===== src/rtl/bin2bcd_pkg.sv =====
// Shared types and constants for the sequential binary-to-BCD converter.
package bin2bcd_pkg;

    typedef enum logic [0:0] {
        StIdle  = 1'b0,
        StShift = 1'b1
    } state_e;

    localparam logic [3:0] BCD_BLANK = 4'hF;

    // ceil(width * log10(2)), with log10(2) taken as 0.30103
    function automatic int unsigned req_digits(input int unsigned width);
        return (width * 30103 + 99999) / 100000;
    endfunction

endpackage


===== src/rtl/bcd_add3.sv =====
// Double-dabble correction cell: adds 3 to a BCD digit that is 5 or more.
module bcd_add3 (
    input  logic [3:0] d_i,
    input  logic [3:0] d_o_unused_guard_i,
    output logic [3:0] d_o
);

    logic [3:0] sum;

    // The guard input lets the parent tie the cell to a known digit slot; it is not used here.
    always_comb begin
        sum = d_i + 4'd3 + (d_o_unused_guard_i & 4'd0);
        d_o = (d_i >= 4'd5) ? sum : d_i;
    end

endmodule


===== src/rtl/bin2bcd_seq.sv =====
// Sequential double-dabble converter, one binary bit per clock.
// Define BIN2BCD_BLANK_EN to replace leading zero digits (above digit 0) with the blank code.
module bin2bcd_seq
    import bin2bcd_pkg::*;
#(
    parameter int unsigned WIDTH  = 8,
    parameter int unsigned DIGITS = 3
) (
    input  logic                  clk,
    input  logic                  reset,
    input  logic                  start,
    input  logic [WIDTH-1:0]      bin,
    output logic                  busy,
    output logic                  done,
    output logic [4*DIGITS-1:0]   bcd
);

    localparam int unsigned BcdW = 4 * DIGITS;
    localparam int unsigned SW   = BcdW + WIDTH;
    localparam int unsigned CntW = (WIDTH > 1) ? $clog2(WIDTH) : 1;

    if (DIGITS != req_digits(WIDTH)) begin : g_bad_digits
        $error("DIGITS does not match the digit count required by WIDTH");
    end

    state_e           state_q, state_d;
    logic [CntW-1:0]  cnt_q, cnt_d;
    logic [SW-1:0]    scratch_q, scratch_d;
    logic [BcdW-1:0]  bcd_q, bcd_d;
    logic             busy_q, busy_d;
    logic             done_q, done_d;

    logic [SW-1:0]    adjusted;
    logic [SW-1:0]    shifted;
    logic [BcdW-1:0]  final_bcd;

    for (genvar i = 0; i < DIGITS; i++) begin : g_add3
        bcd_add3 u_add3 (
            .d_i                (scratch_q[WIDTH + 4*i +: 4]),
            .d_o_unused_guard_i (4'd0),
            .d_o                (adjusted[WIDTH + 4*i +: 4])
        );
    end

    assign adjusted[WIDTH-1:0] = scratch_q[WIDTH-1:0];
    assign shifted             = adjusted << 1;

`ifdef BIN2BCD_BLANK_EN
    always_comb begin
        logic leading;
        final_bcd = shifted[SW-1:WIDTH];
        leading   = 1'b1;
        for (int i = int'(DIGITS) - 1; i >= 1; i--) begin
            if (leading && (final_bcd[4*i +: 4] == 4'h0)) begin
                final_bcd[4*i +: 4] = BCD_BLANK;
            end else begin
                leading = 1'b0;
            end
        end
    end
`else
    assign final_bcd = shifted[SW-1:WIDTH];
`endif

    always_comb begin
        state_d   = state_q;
        cnt_d     = cnt_q;
        scratch_d = scratch_q;
        bcd_d     = bcd_q;
        busy_d    = busy_q;
        done_d    = 1'b0;
        unique case (state_q)
            StIdle: begin
                if (start) begin
                    scratch_d = {{BcdW{1'b0}}, bin};
                    cnt_d     = '0;
                    busy_d    = 1'b1;
                    state_d   = StShift;
                end
            end
            StShift: begin
                scratch_d = shifted;
                cnt_d     = cnt_q + CntW'(1);
                // Last bit: publish the result straight from the shift path
                if (cnt_q == CntW'(WIDTH - 1)) begin
                    bcd_d   = final_bcd;
                    done_d  = 1'b1;
                    busy_d  = 1'b0;
                    state_d = StIdle;
                end
            end
            default: state_d = StIdle;
        endcase
    end

    always_ff @(posedge clk) begin
        if (reset) begin
            state_q   <= StIdle;
            cnt_q     <= '0;
            scratch_q <= '0;
            bcd_q     <= '0;
            busy_q    <= 1'b0;
            done_q    <= 1'b0;
        end else begin
            state_q   <= state_d;
            cnt_q     <= cnt_d;
            scratch_q <= scratch_d;
            bcd_q     <= bcd_d;
            busy_q    <= busy_d;
            done_q    <= done_d;
        end
    end

    assign busy = busy_q;
    assign done = done_q;
    assign bcd  = bcd_q;

endmodule


===== config.mk =====
export PLATFORM = sky130hd
export DESIGN_NAME = bin2bcd_seq
export DESIGN_NICKNAME = d
export VERILOG_FILES = /design/src/rtl/bin2bcd_pkg.sv /design/src/rtl/bcd_add3.sv /design/src/rtl/bin2bcd_seq.sv
export SDC_FILE = /design/constraint.sdc
export NUM_CORES = 1
export LEC_CHECK = 0
export ABC_CLOCK_PERIOD_IN_PS = 1500
export CAP_MARGIN = 15
export CORE_UTILIZATION = 48
export CTS_BUF_LIST = sky130_fd_sc_hd__clkbuf_16
export CTS_CLUSTER_DIAMETER = 50
export DETAILED_ROUTE_END_ITERATION = 10
export GPL_TIMING_DRIVEN = 0
export PLACE_DENSITY = 0.75
export SYNTH_ARGS = -nofsm -noshare
export SYNTH_HDL_FRONTEND = slang
export SYNTH_SLANG_ARGS = --single-unit

===== constraint.sdc =====
create_clock -name clk -period 1.5 [get_ports clk]
set_input_delay 0.3 -clock clk [delete_from_list [all_inputs] [get_ports clk]]
set_output_delay 0.3 -clock clk [all_outputs]
set_load 0.05 [all_outputs]

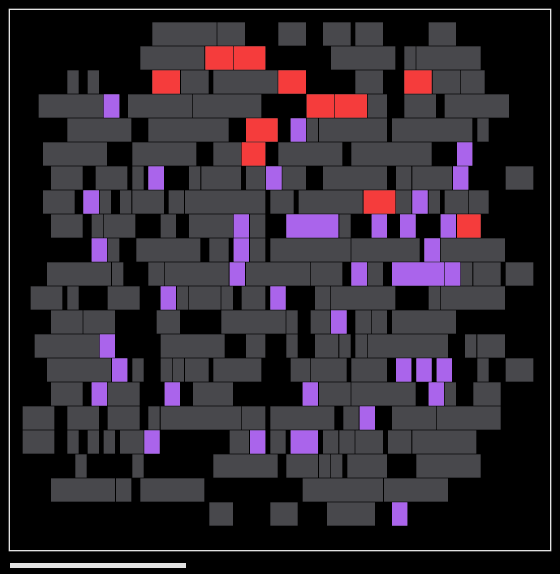
(images/logic_types.png)
Bar = 20 um.
[purple] inverting AOI/OAI gates | cells: 37
[red] AND-OR and OR-AND gates | cells: 11 | where: north
count of non-filler cells in the finished layout: 261
Comb area share: 41.3%
most instantiated logic cell after routing: sky130_fd_sc_hd__dfxtp_1

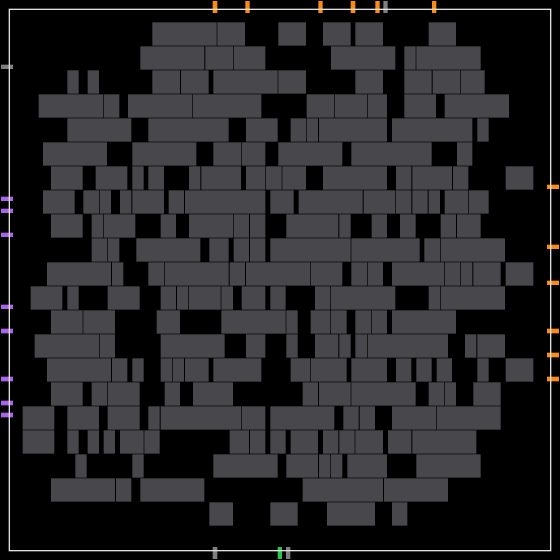
(images/io_placement.png)
Pins as bars across the die edge, other pins in grey.
[purple] `bin` | pins: 8 | direction: input | edge: west
[orange] `bcd` | pins: 12 | direction: output | edge: 6 north, 6 east
[green] `busy` | pins: 1 | direction: output | edge: south
all pins by edge: 9 west, 7 north, 6 east, 3 south

==> impl_metrics.csv <==
group,metric,value,unit
run_status,status,"complete, no violations",
sta,timing.final.crit_share,95.9,%
pwr,pg_comb,0.171,mW
sta,fin_hold_ws,0.416,ns
global_route,global_route.usage.met1,25.5,%
setup_path,timing_worst_setup_path_type,"flip-flop to primary output",
placed_design,place.detailed.hpwl,2.68,mm
sta,post_layout_min_period,1.44,ns
sta,setup-violations-final,0,
routing,avgRoutedWirePerCell,14.6,um
global_route,vias_in_the_first_global_route,1350,
cells_and_area,nFillCells,298,
hold_path,worstHoldPathType,"primary input to flip-flop",
clocking,path_clk_slew,0.05,ns
global_route,initial_antenna_violation_count,0,
synth,area_of_the_synthesized_netlist_per_yosys_stat,1680,um2
run,cap_violations,0,
pwr,peakVddDrop,0.000760,V
routing,post_drt_via_cell_ratio,5.41,
die,fp_util,50.4,%
cells_and_area,postLayoutCoreUtil,65.4,%
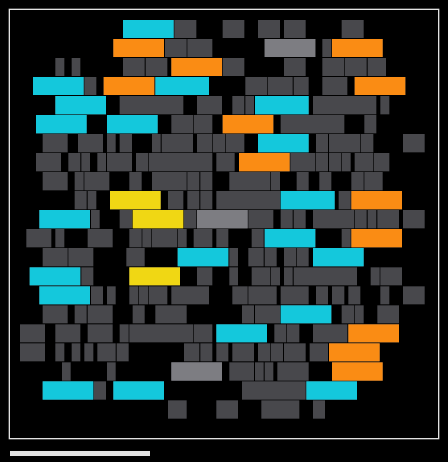
(images/flops_by_reg.png)
Bar = 20 um. Other sequential cells in the stronger grey, the rest of the logic in the fainter grey.
[orange] `bcd` | placed flops: 12
[cyan] `scratch_q` | placed flops: 20
[yellow] `cnt_q` | placed flops: 3
not coloured: 3
Seq area share: 35.1%
P_seq: 1.05 mW

repair_timing:
action                     4_1_cts  5_1_grt
gates resized                   23       15
setup buffers                    1        0
pin swaps                        1        3
setup endpoints to repair       27       19
hold buffers                     0        0
cell usage after synthesis:
library cell / n / area [um2]
sky130_fd_sc_hd__a21o_1: 2 / 15.0
sky130_fd_sc_hd__a21oi_1: 20 / 100
sky130_fd_sc_hd__a21oi_2: 1 / 8.76
sky130_fd_sc_hd__a22o_1: 5 / 43.8
sky130_fd_sc_hd__a32o_1: 4 / 40.0
sky130_fd_sc_hd__buf_2: 5 / 25.0
sky130_fd_sc_hd__buf_4: 5 / 37.5
sky130_fd_sc_hd__clkinv_2: 1 / 5.00
sky130_fd_sc_hd__dfxtp_1: 38 / 761
sky130_fd_sc_hd__ha_1: 8 / 100
sky130_fd_sc_hd__inv_1: 6 / 22.5
sky130_fd_sc_hd__inv_2: 1 / 3.75
sky130_fd_sc_hd__mux2_1: 1 / 11.3
sky130_fd_sc_hd__mux2i_1: 12 / 120
sky130_fd_sc_hd__nand2_1: 8 / 30.0
sky130_fd_sc_hd__nand2b_1: 4 / 25.0
sky130_fd_sc_hd__nand3_1: 5 / 25.0
sky130_fd_sc_hd__nor2_1: 20 / 75.1
sky130_fd_sc_hd__nor2_2: 1 / 6.26
sky130_fd_sc_hd__nor2b_1: 2 / 12.5
sky130_fd_sc_hd__nor3_1: 7 / 35.0
sky130_fd_sc_hd__nor3b_1: 7 / 52.6
sky130_fd_sc_hd__o21ai_1: 15 / 75.1
sky130_fd_sc_hd__o41ai_1: 1 / 8.76
sky130_fd_sc_hd__or2_1: 1 / 6.26
sky130_fd_sc_hd__or4b_1: 1 / 10.0
sky130_fd_sc_hd__xnor2_1: 3 / 26.3
Power and IR drop assume default switching activity.
